$ cat config.mk
export PLATFORM = sky130hd
export DESIGN_NAME = cpu_step_ctrl
export DESIGN_NICKNAME = d
export VERILOG_FILES = /design/src/rtl/cpu_step_ctrl_pkg.sv /design/src/rtl/cpu_step_ctrl_btn_debounce.sv /design/src/rtl/cpu_step_ctrl.sv
export SDC_FILE = /design/constraint.sdc
export NUM_CORES = 1
export LEC_CHECK = 0
export CAP_MARGIN = 10
export CORE_AREA = 2 2 94 96
export DETAILED_ROUTE_END_ITERATION = 8
export DIE_AREA = 0 0 96 98
export PLACE_DENSITY = 0.8
export SLEW_MARGIN = 20
export SYNTH_ARGS = -nofsm -noshare
export SYNTH_HDL_FRONTEND = slang
export SYNTH_HIERARCHICAL = 1
export SYNTH_SLANG_ARGS = --single-unit
$ cat constraint.sdc
create_clock -name clk -period 2.6 [get_ports clk]
set_clock_uncertainty 0.2 [all_clocks]
set_input_delay 0.52 -clock clk [delete_from_list [all_inputs] [get_ports clk]]
set_output_delay 0.52 -clock clk [all_outputs]
set_load 0.05 [all_outputs]
$ cat src/rtl/cpu_step_ctrl_pkg.sv
// rtl/cpu_step_ctrl_pkg.sv - shared state encodings and default timing values for cpu_step_ctrl
package cpu_step_ctrl_pkg;

  typedef enum logic [1:0] {
    ST_IDLE = 2'b00,
    ST_RUN  = 2'b01,
    ST_STEP = 2'b10,
    ST_HALT = 2'b11
  } cpu_state_t;

  localparam int DEF_DIV_DFLT = 12_500_000;
  localparam int DB_CYC_DFLT  = 50_000;

endpackage

$ cat src/rtl/cpu_step_ctrl_btn_debounce.sv
// rtl/cpu_step_ctrl_btn_debounce.sv - 2-FF synchronizer plus stability counter for the step button
module btn_debounce #(
  parameter int DB_CYC = 50_000
) (
  input  logic clk,
  input  logic rst_n,
  input  logic i_btn,
  output logic o_rise
);

  localparam int CW = $clog2((DB_CYC > 1) ? DB_CYC : 2);
  localparam logic [CW-1:0] LAST = CW'(DB_CYC - 1);

  logic [1:0]    r_sync;
  logic          r_level;
  logic          r_rise;
  logic [CW-1:0] r_cnt;

  // r_cnt counts consecutive samples that disagree with the stable level
  always_ff @(posedge clk or negedge rst_n) begin
    if (!rst_n) begin
      r_sync  <= 2'b00;
      r_level <= 1'b0;
      r_rise  <= 1'b0;
      r_cnt   <= '0;
    end else begin
      r_sync <= {r_sync[0], i_btn};
      r_rise <= 1'b0;
      if (r_sync[1] == r_level) begin
        r_cnt <= '0;
      end else if (r_cnt == LAST) begin
        r_cnt   <= '0;
        r_level <= r_sync[1];
        r_rise  <= r_sync[1];
      end else begin
        r_cnt <= r_cnt + CW'(1);
      end
    end
  end

  assign o_rise = r_rise;

endmodule

$ cat src/rtl/cpu_step_ctrl.sv
// rtl/cpu_step_ctrl.sv - clock-enable scheduler: run/step/halt FSM, rate divider, retired-cycle counter
module cpu_step_ctrl
  import cpu_step_ctrl_pkg::*;
#(
  parameter int DIV_W   = 24,
  parameter int DEF_DIV = DEF_DIV_DFLT,
  parameter int DB_CYC  = DB_CYC_DFLT,
  parameter int CNT_W   = 32
) (
  input  logic             clk,
  input  logic             rst_n,
  input  logic             run_sw,
  input  logic             step_btn,
  input  logic             halt_req,
  input  logic [1:0]       div_sel,
  output logic             cpu_ce,
  output logic [1:0]       state,
  output logic             halted,
  output logic [CNT_W-1:0] cycle_cnt
);

  localparam logic [DIV_W-1:0] DEF_DIV_V = DIV_W'(DEF_DIV);

  cpu_state_t       r_state;
  cpu_state_t       w_next_state;
  logic             r_ce;
  logic             w_next_ce;
  logic             r_halted;
  logic [DIV_W-1:0] r_div;
  logic [DIV_W-1:0] w_div_next;
  logic [CNT_W-1:0] r_cnt;
  logic [DIV_W-1:0] w_shift;
  logic [DIV_W-1:0] w_period_m1;
  logic             w_tick;
  logic             w_step_rise;

  btn_debounce #(.DB_CYC(DB_CYC)) u_step_db (
    .clk    (clk),
    .rst_n  (rst_n),
    .i_btn  (step_btn),
    .o_rise (w_step_rise)
  );

  // A shift that underflows to zero means a period of one cycle
  assign w_shift     = DEF_DIV_V >> {div_sel, 2'b00};
  assign w_period_m1 = (w_shift == '0) ? '0 : w_shift - DIV_W'(1);
  assign w_tick      = (r_div >= w_period_m1);

  always_comb begin
    w_next_state = r_state;
    w_next_ce    = 1'b0;
    w_div_next   = '0;
    case (r_state)
      ST_IDLE: begin
        if (run_sw) begin
          w_next_state = ST_RUN;
        end else if (w_step_rise) begin
          w_next_state = halt_req ? ST_HALT : ST_STEP;
          w_next_ce    = ~halt_req;
        end
      end
      ST_RUN: begin
        if (!run_sw) begin
          w_next_state = ST_IDLE;
        end else if (w_tick) begin
          if (halt_req) w_next_state = ST_HALT;
          else          w_next_ce    = 1'b1;
        end else begin
          w_div_next = r_div + DIV_W'(1);
        end
      end
      ST_STEP: w_next_state = ST_IDLE;
      ST_HALT: if (!run_sw) w_next_state = ST_IDLE;
      default: w_next_state = ST_IDLE;
    endcase
  end

  always_ff @(posedge clk or negedge rst_n) begin
    if (!rst_n) begin
      r_state  <= ST_IDLE;
      r_ce     <= 1'b0;
      r_halted <= 1'b0;
      r_div    <= '0;
      r_cnt    <= '0;
    end else begin
      r_state  <= w_next_state;
      r_ce     <= w_next_ce;
      r_halted <= (w_next_state == ST_HALT);
      r_div    <= w_div_next;
      r_cnt    <= r_cnt + CNT_W'(r_ce);
    end
  end

  assign cpu_ce    = r_ce;
  assign state     = r_state;
  assign halted    = r_halted;
  assign cycle_cnt = r_cnt;

endmodule
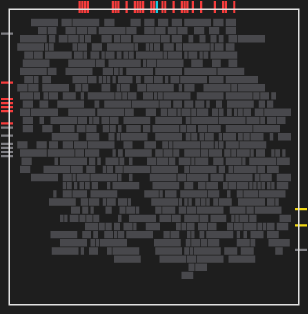
io_placement.png
(3 px per um) Pins as bars across the die edge, other pins in grey.
`cycle_cnt` -> red  # pins 32, direction output, edge 26 top, 6 left
`halted` -> cyan  # pins 1, direction output, edge top
`div_sel` -> yellow  # pins 2, direction input, edge right
all pins by edge = 27 top, 13 left, 3 right

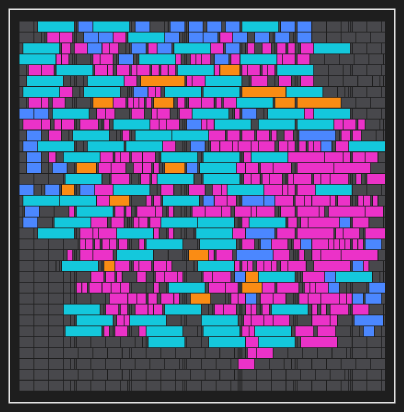
placement_by_type.png
(4 px per um) Fill, decap, tap and diode cells in grey.
combinational and other logic -> magenta  # cells 322, share of their area 46%
clock drivers and dummy loads -> orange  # cells 16, share of their area 4.8%
remaining buffers and delay cells -> blue  # cells 61, share of their area 12%
sequential cells -> cyan  # cells 80, share of their area 38%

==> impl_metrics.toml <==
# implementation run metrics
[final_timing]
slew_viol_final = 0
period_minus_slack_ps = 2600
period_used_pct = 100
grt_setup_unrepaired = "yes"
setup_ws_ps = -3.52
fmax_ghz = 0.384
worstMarginPinSlew_ps = 582
finalHoldWorstSlack_ps = -35.3
setup_violations = 1
hold_viol_final = 16
slew-limit-headroom_pct = 60.9

[grt]
grt_max_degree = 81
antenna_found_initial = 0
track_usage_pct = 19.5
overflow = 0
grt_pass1_vias = 3176
grt_pass1_wl_mm = 14.5

[synthesis]
top_area_share_pct = 48.1
flop_cell = "dfrtp_1"
top_cells_by_area = "dfrtp_1 (48%), ha_1 (9.0%), xnor2_1 (8.2%)"
ys_types = 38
ys_seq_share_pct = 48.1
top_cell = "dfrtp_1"
synth-edff-count = 0
ys_cells = 410
fp_nets = 447
common_cells = "dfrtp_1 (80), nor2_1 (53), xnor2_1 (39)"
syn_inst = 410
yosysWarnings = 6
synth_area_um2 = 4160
ys.flops = 80
async_flop_share_pct = 100
avgSynthCellArea_um2 = 10.2
yosys_area_um2 = 4160
yosys.area.top_type = "dfrtp_1"

[critical_path]
critPathLaunchType = "flip-flop"
critPathRequiredTime_ps = 2680
cp_max_fo = 5
worstPathArrival_ps = 2680
r2r-end = "r_div[14]$_DFF_PN0_"
end_kind = "flip-flop"
critPathKind = "reg -> reg"
reg2reg_depth = 9
r2r_start = "r_div[0]$_DFF_PN0_"
crit_start = "r_div[0]$_DFF_PN0_"
r2r_setup_slack_ps = -4
critPathCapture = "r_div[14]$_DFF_PN0_"

[place]
place_area_um2 = 4840
portBuffers = 42
post-dp-hpwl_mm = 6.13
gp_congestion = 0.885
place_ws_ps = -870

[power_and_ir_drop]
pwr-share-clk_pct = 44.1
ir_drop_mv = 0.410
comb_power_share_pct = 6.8
p_per_area_nw_per_um2 = 470
p_seq_share_pct = 49.2
intPower_mw = 1.99
leakage_nw = 2.33
p_sw_mw = 0.568
switching_share_pct = 22.2

[layout]
diodes = 0
drive_above_1_share_pct = 20.3
nets = 511
utilization_pct = 64.3
area_growth_pct = 30.8
final_area_um2 = 5450

[detailed_routing]
drtIter0Drc = 120
drt-pass1-iter-count = 6
wl_mm = 9.42
drcViolationCount = 0
vias = 3239
wl_per_cell_um = 16.0
ant_nets = 0
routed_via_density = 5.52

[clock_network]
cts_tree = "yes"
clk_latency_ps = 350
h-tree-depth = 3
root_buffer = "clkbuf_8"
cts_sinks = 80
clk_transition_reported_paths_ps = 80
cts_buffers = 9
ctsHoldBuffers = 0
cts_buffer_depth = 2

[die]
fp_util_pct = 49.2
die_x_um = 96
dieArea_um2 = 9410
io-pin-count = 43
core-area_um2 = 8470
die_height_um = 98
rows = 34

[flow_run]
warning_count = 29
cap_violations = 0

[run_status]
status = "finished, violations left"
failed_checks = "hold timing, setup timing"

[min_path]
hp-class = "in -> async"
==> registers in the layout (all words and copies together) (netlist names) <==
signal and cells:
cpu_ce 1, cycle_cnt 32, halted 1, r_div 24
state 2, u_step_db/o_rise 1, u_step_db/r_cnt 16, u_step_db/r_level 1
u_step_db/r_sync 2
==> power groups by stage <==
stage / clock network (mW) / logic, mW / registers [mW]
6_report: 1.13 / 0.173 / 1.26
5_1_grt: 1.20 / 0.191 / 1.26
4_1_cts: 1.15 / 0.134 / 1.26
3_5_place_dp: 0 / 0.132 / 1.28
3_3_place_gp: 0 / 0.125 / 1.28
2_1_floorplan: 0 / 0.0620 / 1.28
==> layout make-up <==
cell class                      count  area [um^2]
Clock inverter                      6          115
Clock buffer                       10          138
Sequential cell                    80         2000
Timing Repair Buffer               61          634
Tap cell                          108          135
Multi-Input combinational cell    308         2370
Inverter                           14         55.1
Fill cell                         629         3020
==> worst min-delay path by stage <==
stage                                  startpoint                             to  slack (ps)  depth (start not counted)
finish                                      rst_n            r_div[10]$_DFF_PN0_         -40                          2
global route                                rst_n             r_div[6]$_DFF_PN0_          10                          2
CTS                                         rst_n            r_div[10]$_DFF_PN0_         0.2                          2
detailed placement  u_step_db/r_sync[0]$_DFF_PN0_  u_step_db/r_sync[1]$_DFF_PN0_         150                          0
global placement    u_step_db/r_sync[0]$_DFF_PN0_  u_step_db/r_sync[1]$_DFF_PN0_         130                          0
floorplan                                   rst_n               cpu_ce$_DFF_PN0_          20                          0
==> worst max-delay path, cell delays in order (launching register included) <==
cell and delay, ps:
dfrtp_1 400, inv_2 80, ha_4 190, nand2b_4 120
a2111o_1 380, a31oi_2 240, o2111ai_2 160, or3_4 470
clkbuf_16 200, nor2_2 90
==> layout by cell type, fill, tap and decap left out, drive strengths merged, types with 12 or more instances in the layout <==
cell            n
dfrtp          80
nor2           53
xnor2          39
clkdlybuf4s50  39
nand2          38
nand3          31
ha             30
xor2           28
buf            20
nand4          15
inv            15
clkbuf         12
==> cells by family (layout without fill, tap and decap cells) <==
logic type | Yosys count | in the layout | share of synthesized area (%)
AOI/OAI and AO/OA | 23 | 23 | 3.28
xor gates and xnor gates | 67 | 67 | 14.1
adders and majority gates | 30 | 30 | 9.02
buffers and inverters | 22 | 91 | 2.77
DFF | 80 | 80 | 48.1
muxes | 1 | 1 | 0.270
other | 2 | 2 | 0.180
and+or+nand+nor | 185 | 185 | 22.3
==> per-layer routing <==
metal,vias up,part of all wire (%),global-route usage (%)
met5,-,0,0
met4,0,2.3,7.69
li1,1543,-,-
met3,23,3.7,4.01
met1,1592,43,25.7
met2,81,51,31.3
==> timing repair <==
item	4_1_cts	5_1_grt
pin swaps	5	20
buffers inserted	1	2
endpoints found under the hold margin	0	0
resized	14	67
setup endpoints to repair	27	26
gates cloned	0	2
==> metrics by stage <==
step / power (mW) / hold slack (ps) / instances / setup TNS, ps
final: 2.56 / -35.3 / 587 / -3.52
after global placement: 1.41 / 132 / 567 / -18060
after detailed placement: 1.42 / 154 / 567 / -22330
after global routing: 2.65 / 10.7 / 587 / -1290
after floorplan: 1.35 / 24.4 / 410 / -425
after CTS: 2.54 / 0.192 / 584 / 0
Power figures rest on the tool's default switching activity, not on a simulated workload.
